$ cat src/rtl/hazard_scoreboard.sv
// Data-hazard scoreboard for the in-order pipeline.
// Tracks in-flight register writes in a per-stage shift register and, for each
// decode source operand, picks a forward tap or requests a decode stall.
module hazard_scoreboard #(
    parameter int unsigned AW    = 5,
    parameter int unsigned NSRC  = 2,
    parameter int unsigned DEPTH = 3,
    parameter int unsigned LW    = 2,
    parameter int unsigned SEL_W = 2,
    parameter int unsigned CNT_W = 16
) (
    input  logic                  clk,
    input  logic                  rst,
    input  logic                  hold,
    input  logic                  id_valid,
    input  logic                  id_flush,
    input  logic [NSRC*AW-1:0]    id_src,
    input  logic [NSRC-1:0]       id_src_used,
    input  logic [AW-1:0]         id_dst,
    input  logic                  id_dst_we,
    input  logic [LW-1:0]         id_rdy,
    output logic                  stall,
    output logic [NSRC*SEL_W-1:0] fwd_sel,
    output logic [CNT_W-1:0]      stall_cnt
);

    localparam logic [LW-1:0]    RDY_MAX = LW'(DEPTH - 1);
    localparam logic [CNT_W-1:0] CNT_MAX = '1;

    // Slot k holds the write issued k stages ago (0 = EX).
    logic [DEPTH-1:0] slot_valid;
    logic [AW-1:0]    slot_dst [DEPTH];
    logic [LW-1:0]    slot_rdy [DEPTH];

    logic             id_live;
    logic [LW-1:0]    rdy_eff;
    logic [NSRC-1:0]  stall_req;
    logic             ins_c;

    // Decode qualification, latency clamp and slot-0 insert condition.
    always_comb begin
        id_live = id_valid & ~id_flush;
        rdy_eff = (id_rdy > RDY_MAX) ? RDY_MAX : id_rdy;
        ins_c   = id_live & ~stall & id_dst_we & (id_dst != '0);
    end

    // Per-operand match: walk oldest to youngest so the youngest hit overwrites.
    always_comb begin
        stall_req = '0;
        fwd_sel   = '0;
        for (int i = 0; i < int'(NSRC); i++) begin
            for (int k = int'(DEPTH) - 1; k >= 0; k--) begin
                if (id_live && id_src_used[i] && slot_valid[k] &&
                    (slot_dst[k] != '0) && (slot_dst[k] == id_src[i*AW +: AW])) begin
                    if (slot_rdy[k] <= LW'(k)) begin
                        fwd_sel[i*SEL_W +: SEL_W] = SEL_W'(k + 1);
                        stall_req[i]              = 1'b0;
                    end else begin
                        fwd_sel[i*SEL_W +: SEL_W] = '0;
                        stall_req[i]              = 1'b1;
                    end
                end
            end
        end
    end

    assign stall = |stall_req;

    // Slot shift, bubble/insert into slot 0, and saturating stall counter.
    always_ff @(posedge clk) begin
        if (rst) begin
            slot_valid <= '0;
            for (int k = 0; k < int'(DEPTH); k++) begin
                slot_dst[k] <= '0;
                slot_rdy[k] <= '0;
            end
            stall_cnt <= '0;
        end else if (!hold) begin
            for (int k = 1; k < int'(DEPTH); k++) begin
                slot_valid[k] <= slot_valid[k-1];
                slot_dst[k]   <= slot_dst[k-1];
                slot_rdy[k]   <= slot_rdy[k-1];
            end
            slot_valid[0] <= ins_c;
            slot_dst[0]   <= ins_c ? id_dst  : '0;
            slot_rdy[0]   <= ins_c ? rdy_eff : '0;
            if (stall && (stall_cnt != CNT_MAX)) begin
                stall_cnt <= stall_cnt + CNT_W'(1);
            end
        end
    end

endmodule
$ cat config.mk
export PLATFORM = sky130hd
export DESIGN_NAME = hazard_scoreboard
export DESIGN_NICKNAME = d
export VERILOG_FILES = /design/src/rtl/hazard_scoreboard.sv
export SDC_FILE = /design/constraint.sdc
export NUM_CORES = 1
export LEC_CHECK = 0
export CAP_MARGIN = 20
export CORE_MARGIN = 10
export CORE_UTILIZATION = 29
export DETAILED_ROUTE_END_ITERATION = 10
export GPL_ROUTABILITY_DRIVEN = 1
export GPL_TIMING_DRIVEN = 0
export HOLD_SLACK_MARGIN = 0.06
export SETUP_SLACK_MARGIN = 0.15
export SYNTH_ARGS = -nofsm -noshare
export SYNTH_HDL_FRONTEND = slang
export SYNTH_SLANG_ARGS = --single-unit
$ cat constraint.sdc
create_clock -name clk -period 2.5 [get_ports clk]
set_input_delay 0.25 -clock clk [delete_from_list [all_inputs] [get_ports clk]]
set_output_delay 0.25 -clock clk [all_outputs]
set_load 0.1 [all_outputs]
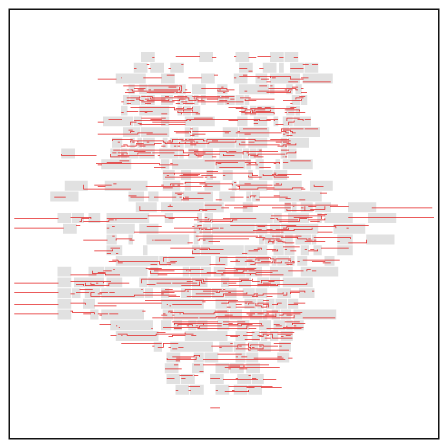
Fig. 1. The metal 1 layer (run 1).
The wires run mostly horizontal. The layer holds 45% of the routed length. The longest straight run is 28.5 um. The layer carries 2790 um of wire.
M1 GR Usage: 12.8%
total length of routed wires: 6210 um

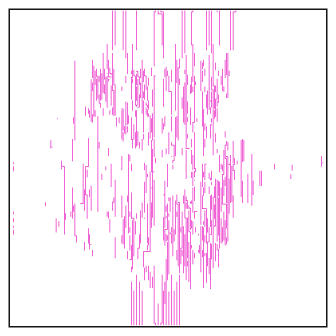
Fig. 2. The metal 2 layer (run 1).
The layer carries 3170 um of wire. The longest straight run is 32.6 um. The layer holds 51% of the routed length.
GR met2 Demand/Resource: 18.7%
total number of vias: 2007

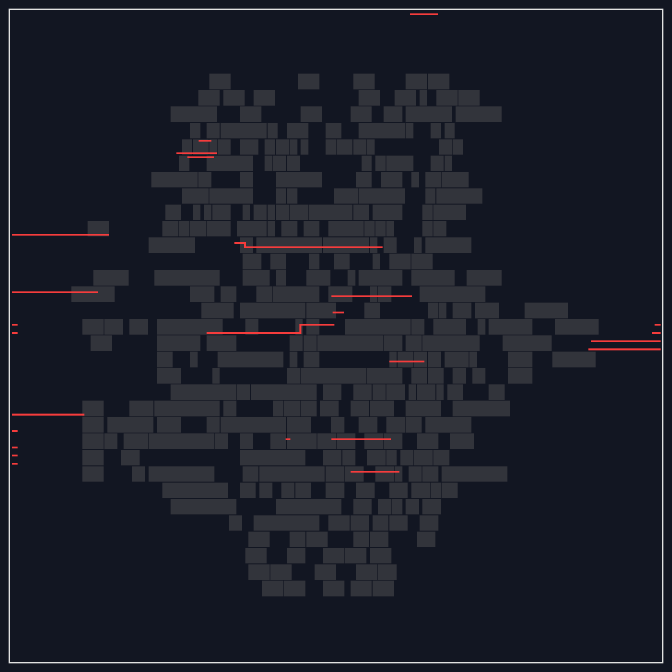
Fig. 3. Met3 routing (run 1).
21 nets have wire on it. The wires run mostly horizontal. The longest straight run is 22.8 um. The layer carries 173 um of wire. The layer holds 2.8% of the routed length.
met3 capacity usage during global routing: 1.96%

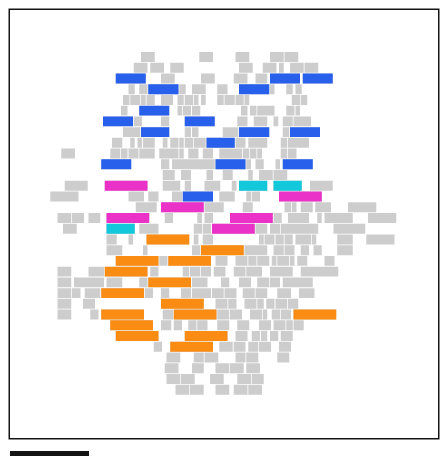
Fig. 4. Sequential cells coloured by netlist name (run 1).
Scale bar: 20 um. Other cells in grey.
Key: orange = slot_dst [flops 15]; magenta = slot_rdy [flops 6, where middle]; blue = stall_cnt [flops 16]; cyan = slot_valid [flops 3]
Seq/total area: 30.1%
Reg area: 0.00103 mm2
Final Util: 44.5%

==> results_dict.tcl, run 1 <==
# yosys + openroad results
set metrics [dict create \
    run_status "finished, violations left" \
    violations "setup timing" \
    fin_worst_setup_slack_ns -0.329 \
    clockBufferDepth 2 \
    end_kind "primary output" \
    met1_length_um 2790 \
    postSynthRegisterBits 40 \
    worst_path_max_delay_cell "sky130_fd_sc_hd__or4_4" \
    synth_area_leader_cell "sky130_fd_sc_hd__edfxtp_1" \
    number_of_well_taps 102 \
    firstDrtPassIters 4 \
    initialDrtViolationCount 106 \
    final.period_utilization_pct 113 \
    nFillCells 721 \
    clk_buf 6 \
    timing.final.setup_violations 29 \
    worstPathArrival_ns 2.58 \
    slew_violations 0 \
    dp_slack_ns -1.29 \
    cpPeakStageDelay_ns 0.57 \
    netlist_area_mm2 0.00227 \
    num-nets-final 331 \
    synth-edff-count 21 \
    post-route-drc-count 0 \
    inverters 5 \
    yosysUniqueCellTypes 48 \
    report.final.hold_viol_count 0 \
    layoutNonFillerInstCount 408 \
    cts_clk_pin_slew_worst_paths_ns 0.08 \
    drt-wirelength-per-cell_um 15.2 \
    max_used_layer "met4" \
    ys.warnings.count 0 \
    timing.critical_path.fanout_max 3 \
    numCtsBuffers 5 \
    grt_pass1_wl_um 10100 \
]
==> run 1: final timing paths <==
| path | from | endpoint | cells past startpoint |
|---|---|---|---|
| hold / removal | hold | slot_valid[1]$_SDFFE_PP0N_ | 3 |
| hold reg to reg | stall_cnt[12]$_SDFFE_PP0P_ | stall_cnt[12]$_SDFFE_PP0P_ | 2 |
| setup reg to reg | slot_dst[0][6]$_SDFFCE_PN0P_ | stall_cnt[10]$_SDFFE_PP0P_ | 10 |
| setup / recovery | slot_dst[0][6]$_SDFFCE_PN0P_ | stall | 9 |
==> run 1: logic make-up after synthesis <==
logic type,share of synthesized area (%)
AOI/OAI and AO/OA,12.3
DFF,44.5
buffers and inverters,2.59
adders and majority gates,0.551
xor gates and xnor gates,12.0
and+or+nand+nor,25.7
muxes,2.26
==> run 1: sequential cells by signal, indices dropped and copies added, names as in the netlist <==
| signal | flops |
|---|---|
| stall_cnt | 16 |
| slot_dst | 15 |
| slot_valid | 3 |
| slot_rdy | 6 |
==> run 1: per-stage QoR <==
step | util, % | power [W]
2_1_floorplan | - | 0.000820
3_3_place_gp | 37.7 | 0.000890
3_5_place_dp | 37.7 | 0.000892
4_1_cts | 42.4 | 0.00142
5_1_grt | 44.5 | 0.00148
6_report | 44.5 | 0.00143
==> run 1: what timing repair did <==
action                                  4_1_cts  5_1_grt
setup buffers                                15        8
resized                                      61       23
gates cloned                                  1        0
pin swaps                                    20       12
endpoints found under the setup margin       29       29
hold buffers                                  0        0
==> run 1: layout by cell type (no fill, tap or decap), types with 3 or more instances in the layout <==
cell type / count
sky130_fd_sc_hd__clkdlybuf4s50_1: 39
sky130_fd_sc_hd__edfxtp_1: 21
sky130_fd_sc_hd__buf_4: 20
sky130_fd_sc_hd__xor2_1: 16
sky130_fd_sc_hd__xnor2_1: 15
sky130_fd_sc_hd__and2_1: 15
sky130_fd_sc_hd__dfxtp_2: 14
sky130_fd_sc_hd__nand2_1: 12
sky130_fd_sc_hd__a21oi_1: 12
sky130_fd_sc_hd__nor2_1: 9
sky130_fd_sc_hd__or3_1: 8
sky130_fd_sc_hd__or4_1: 7
sky130_fd_sc_hd__o21ai_1: 6
sky130_fd_sc_hd__nand3_1: 6
sky130_fd_sc_hd__nand4_1: 5
sky130_fd_sc_hd__and3_1: 5
sky130_fd_sc_hd__buf_6: 5
sky130_fd_sc_hd__o31ai_1: 5
sky130_fd_sc_hd__clkbuf_8: 5
sky130_fd_sc_hd__buf_12: 5
sky130_fd_sc_hd__dfxtp_1: 5
sky130_fd_sc_hd__nor4_1: 4
sky130_fd_sc_hd__a21oi_2: 4
sky130_fd_sc_hd__clkbuf_1: 4
sky130_fd_sc_hd__inv_1: 4
sky130_fd_sc_hd__or4_4: 3
sky130_fd_sc_hd__o21ai_4: 3
sky130_fd_sc_hd__o31ai_2: 3
sky130_fd_sc_hd__and3_4: 3
sky130_fd_sc_hd__mux2i_1: 3
==> run 1: where the power goes <==
group	internal, W	leakage, nW	switching [W]
logic	0.0000899	0.749	0.0000761
registers	0.000713	0.392	0.0000250
clock network	0.000296	0.0552	0.000232
total	0.00110	1.20	0.000333
==> run 1 -> run 2 <==
PLACE_DENSITY = 0.58   (was default)
SKIP_LAST_GASP = 1   (was default)
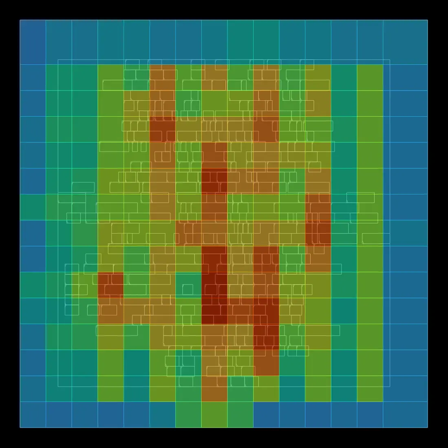
Fig. 5. Track usage over the die (run 2).
total routing usage reported by global routing: 11.2%
M1 GR Usage: 13.4%

==> run 2 against run 1 <==
The flow still finishes with violations (setup timing). Sequential cell count unchanged. First-iteration DRC count down 32%. Core utilization up 0.44 points. Clock skew down 0.0088 ns. Non-clock buffer count up 1. Critical path type is now register to register. Power down 5.5%. Die size unchanged. Via count up 1.3%. Largest power group unchanged. Design area up 0.99%. Clock-buffer cell count down 1. Critical endpoint is now stall_cnt[10]$_SDFFE_PP0P_. Combinational power up 5%. Global-route usage up 0.53 points.
==> results_dict.tcl, run 2 <==
# yosys + openroad results
set metrics [dict create \
    final.period_utilization_pct 115 \
    num-nets-final 332 \
    power.switching_w 0.000353 \
    initialDrtViolationCount 72 \
    gr-usage-met3_pct 2.02 \
    clockBufferDepth 2 \
    numCtsBuffers 5 \
    layoutNonFillerInstCount 409 \
    violations "setup timing" \
    ys.warnings.count 0 \
    largest_registers "stall_cnt: 16 flops, slot_dst: 15 flops, slot_rdy: 6 flops" \
    run_status "finished, violations left" \
    pwr-share-comb_pct 12.9 \
    flop_pwr_share_pct 54.5 \
    synth-edff-count 21 \
    final_cell_mix "sky130_fd_sc_hd__clkdlybuf4s50_1, sky130_fd_sc_hd__edfxtp_1, sky130_fd_sc_hd__buf_4" \
    slew_violations 0 \
    drt-wirelength-per-cell_um 16.2 \
    synth_area_leader_cell "sky130_fd_sc_hd__edfxtp_1" \
    utilization_pct 45.0 \
    netlist_area_mm2 0.00227 \
    fin_worst_setup_slack_ns -0.381 \
    largest_register_ff_count 16 \
    postSynthRegisterBits 40 \
    clock_power_share_pct 32.5 \
    timing.final.setup_violations 29 \
    cpPeakStageDelay_ns 0.57 \
    report.final.hold_viol_count 0 \
    worstPathArrival_ns 3.11 \
    worst_path_max_delay_cell "sky130_fd_sc_hd__or4_4" \
    power_switching_share_pct 26.1 \
    power.internal_w 0.00100 \
    timing.critical_path.fanout_max 5 \
    yosysUniqueCellTypes 48 \
]
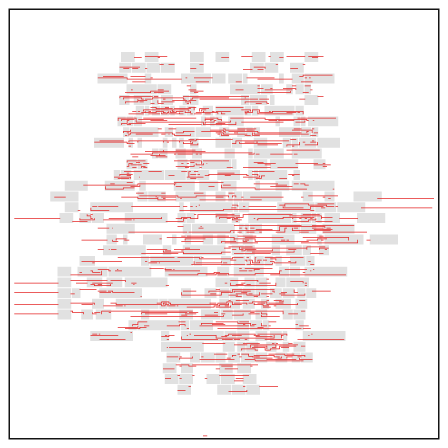
Fig. 6. The metal 1 layer (run 2).
total number of vias: 2034
total length of routed wires: 6610 um

[run 2: cells by family after synthesis]
logic type	synth area share [%]
and+or+nand+nor	25.7
AOI/OAI and AO/OA	12.3
muxes	2.26
xor gates and xnor gates	12.0
DFF	44.5
adders and majority gates	0.551
buffers and inverters	2.59
[run 2: routing by layer]
layer / vias up / part of all wire, % / wire (um)
met5: - / 0 / 0
li1: 999 / - / -
met3: 6 / 2.8 / 183
met4: 0 / 1.3 / 85
met2: 37 / 53 / 3500
met1: 992 / 43 / 2840
[run 2: per-stage QoR]
stage / power [W] / hold WS, ns / worst slack (ns) / TNS, ns
5_1_grt: 0.00141 / 0.432 / -0.478 / -10.51
3_3_place_gp: 0.000890 / 0.469 / -1.31 / -15.79
4_1_cts: 0.00135 / 0.411 / -0.438 / -9.37
3_5_place_dp: 0.000893 / 0.481 / -1.29 / -16.23
2_1_floorplan: 0.000820 / 0.448 / -0.106 / -1.26
6_report: 0.00135 / 0.403 / -0.381 / -7.25
[run 2: worst paths after layout]
check                                             startpoint                         end  slack (ns)  depth (start not counted)
worst max-delay path            slot_dst[0][5]$_SDFFCE_PN0P_  stall_cnt[10]$_SDFFE_PP0P_       -0.38                         10
worst min-delay path                                    hold  slot_valid[2]$_SDFFE_PP0N_        0.40                          3
worst max register to register  slot_dst[0][5]$_SDFFCE_PN0P_  stall_cnt[10]$_SDFFE_PP0P_       -0.38                         10
worst min register to register     stall_cnt[3]$_SDFFE_PP0P_   stall_cnt[3]$_SDFFE_PP0P_        0.49                          2
[run 2: final cells by class]
type	count	area, um2	area share, %
buffer	8	60.1	1.74
clock buffer	5	68.8	1.99
clock inverter	3	18.8	0.543
inverter	5	31.3	0.905
multi-input combinational	177	1400	40.5
sequential	40	1030	29.8
tap	102	128	3.69
timing repair buffer	69	721	20.9
[run 2: power by group through the flow]
stage               Combinational [W]  Clock [W]  Sequential [W]
floorplan                   0.0000760          0        0.000744
global placement             0.000137          0        0.000753
detailed placement           0.000139          0        0.000754
global route                 0.000189   0.000479        0.000741
CTS                          0.000160   0.000453        0.000737
finish                       0.000175   0.000441        0.000739
[run 2: critical path, delay by kind of cell (launching register included)]
family | cells | cell delay [ns]
and+or+nand+nor | 4 | 1.38
AOI/OAI and AO/OA | 4 | 0.67
DFF | 1 | 0.43
buffers and inverters | 2 | 0.33
[run 2: repair_timing]
item                       CTS  global route
resized                     67            19
cloned                       1             0
setup endpoints to repair   29            29
hold endpoints to repair     0             0
pin swaps                   26            15
setup buffers               20             3
hold buffers                 0             0
==> run 2 -> run 3 <==
SKIP_LAST_GASP = default   (was 1)
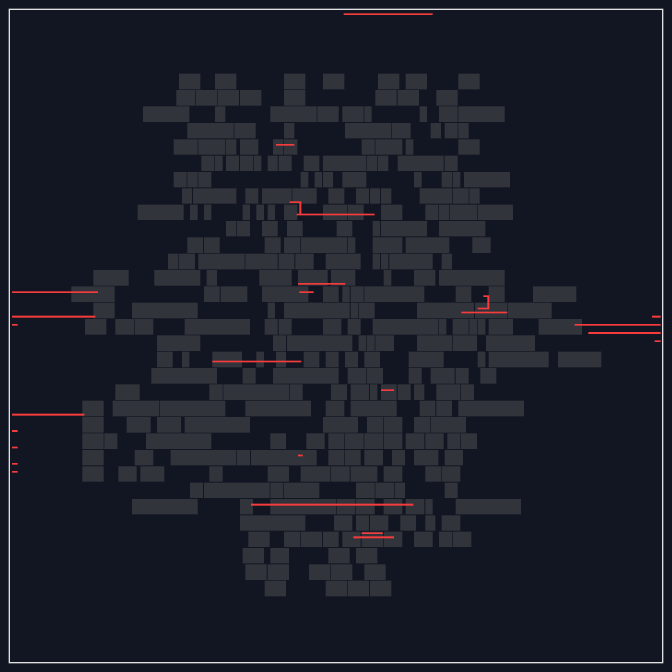
Fig. 7. Met3 routing (run 3).
met3 capacity usage during global routing: 2.02%
total length of routed wires: 6600 um

==> run 3 against run 2 <==
The run still ends with setup timing left. Critical path depth is the same. Routed wire length is essentially flat. Design area grew 0.11%. Critical endpoint unchanged. Largest power group unchanged.
==> results_dict.tcl, run 3 <==
# yosys + openroad results
set metrics [dict create \
    run_status "finished, violations left" \
    violations "setup timing" \
    end_kind "register" \
    final_cell_mix "sky130_fd_sc_hd__clkdlybuf4s50_1, sky130_fd_sc_hd__edfxtp_1, sky130_fd_sc_hd__buf_4" \
    hold_ws_ns 0.407 \
    globalRouteMet1Util_pct 13.4 \
    num-nets-final 332 \
    final.period_utilization_pct 115 \
    grtUsageTotal_pct 11.2 \
    firstDrtPassIters 4 \
    power.internal_w 0.00100 \
    power.switching_w 0.000352 \
    numCtsBuffers 5 \
    utilization_pct 45.0 \
    clockBufferDepth 2 \
    most_numerous_logic_cell_after_layout "sky130_fd_sc_hd__clkdlybuf4s50_1" \
    netlist_area_mm2 0.00227 \
    timing.critical_path.fanout_max 5 \
    top_register_by_number_of_flip_flops "stall_cnt" \
    grt_pass1_wl_um 10500 \
    slew_violations 0 \
    postSynthRegisterBits 40 \
    fin_worst_setup_slack_ns -0.375 \
    timing.final.setup_violations 29 \
    worstPathArrival_ns 3.10 \
    power_switching_share_pct 26.0 \
    report.final.hold_viol_count 0 \
    yosysUniqueCellTypes 48 \
    tns_ns -7.51 \
]
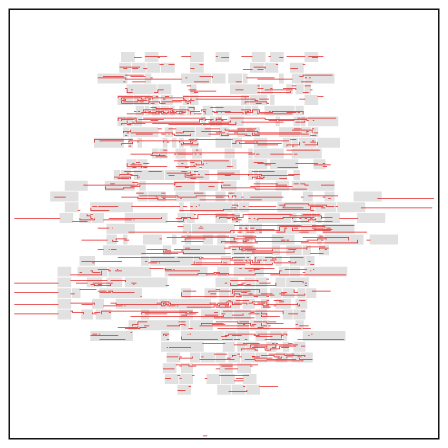
Fig. 8. The metal 1 layer (run 3).
The layer carries 2850 um of wire. The wires run mostly horizontal. The layer holds 43% of the routed length. 304 nets have wire on it.
total number of vias: 2024

-- run 3: netlist changes by cell type in the layout (fill, tap and decap cells not counted) --
cell	change
sky130_fd_sc_hd__or4_4	+1
sky130_fd_sc_hd__or4_1	-1
-- run 3: area by class of cell --
class                      count  area [um2]
fill                         743        4230
multi-input combinational    177        1400
sequential                    40        1030
timing repair buffer          69         721
tap                          102         128
clock buffer                   5        68.8
buffer                         8        60.1
inverter                       5        31.3
clock inverter                 3        18.8
-- run 3: metrics by stage --
stage               instances  power [W]
floorplan                 230   0.000820
global placement          376   0.000890
detailed placement        376   0.000893
CTS                       405    0.00135
global route              409    0.00141
finish                    409    0.00135
-- run 3: worst paths after layout --
kind	cells after the start	slack, ns	end	start
worst min-delay path	3	0.41	slot_valid[2]$_SDFFE_PP0N_	hold
worst max register to register	10	-0.37	stall_cnt[10]$_SDFFE_PP0P_	slot_dst[0][5]$_SDFFCE_PN0P_
worst min register to register	2	0.49	stall_cnt[3]$_SDFFE_PP0P_	stall_cnt[3]$_SDFFE_PP0P_
worst max-delay path	10	-0.37	stall_cnt[10]$_SDFFE_PP0P_	slot_dst[0][5]$_SDFFCE_PN0P_
-- run 3: cell families (layout without fill, tap and decap cells) --
family	count (synthesis)	after routing	synth area share (%)
compound gates	42	42	12.3
flops	40	40	44.5
mux	5	5	2.26
buf+inv	13	90	2.59
fa+ha+maj	1	1	0.551
simple gates	98	98	25.7
xor+xnor	31	31	12.0
-- run 3: timing repair --
item                       CTS  global route
resized                     67            20
buffers inserted            20             3
setup endpoints to repair   29            29
hold buffers                 0             0
pin swaps                   26            15
cloned                       1             0
-- run 3: worst max-delay path: stages (launching register included) --
cell and delay (ns):
sky130_fd_sc_hd__edfxtp_1 0.43, sky130_fd_sc_hd__or4_4 0.57, sky130_fd_sc_hd__o21ai_4 0.17, sky130_fd_sc_hd__nor3_4 0.05, sky130_fd_sc_hd__or3_4 0.34, sky130_fd_sc_hd__o311ai_4 0.31, sky130_fd_sc_hd__buf_4 0.19, sky130_fd_sc_hd__o21ai_4 0.06
sky130_fd_sc_hd__buf_6 0.14, sky130_fd_sc_hd__or4_4 0.41, sky130_fd_sc_hd__a21oi_2 0.12
-- run 3: routing by layer --
layer	vias up	share of wire (%)	wire length (um)
met4	0	1.3	85
met2	33	53	3490
li1	1001	-	-
met3	6	2.7	177
met1	984	43	2850
met5	-	0	0
-- run 3: power groups by stage --
| stage | Sequential [W] | Combinational [W] | Clock [W] |
|---|---|---|---|
| 2_1_floorplan | 0.000744 | 0.0000760 | 0 |
| 3_3_place_gp | 0.000753 | 0.000137 | 0 |
| 3_5_place_dp | 0.000754 | 0.000139 | 0 |
| 4_1_cts | 0.000737 | 0.000160 | 0.000453 |
| 5_1_grt | 0.000741 | 0.000189 | 0.000479 |
| 6_report | 0.000739 | 0.000175 | 0.000440 |
Power is estimated from default activity; no workload was simulated.
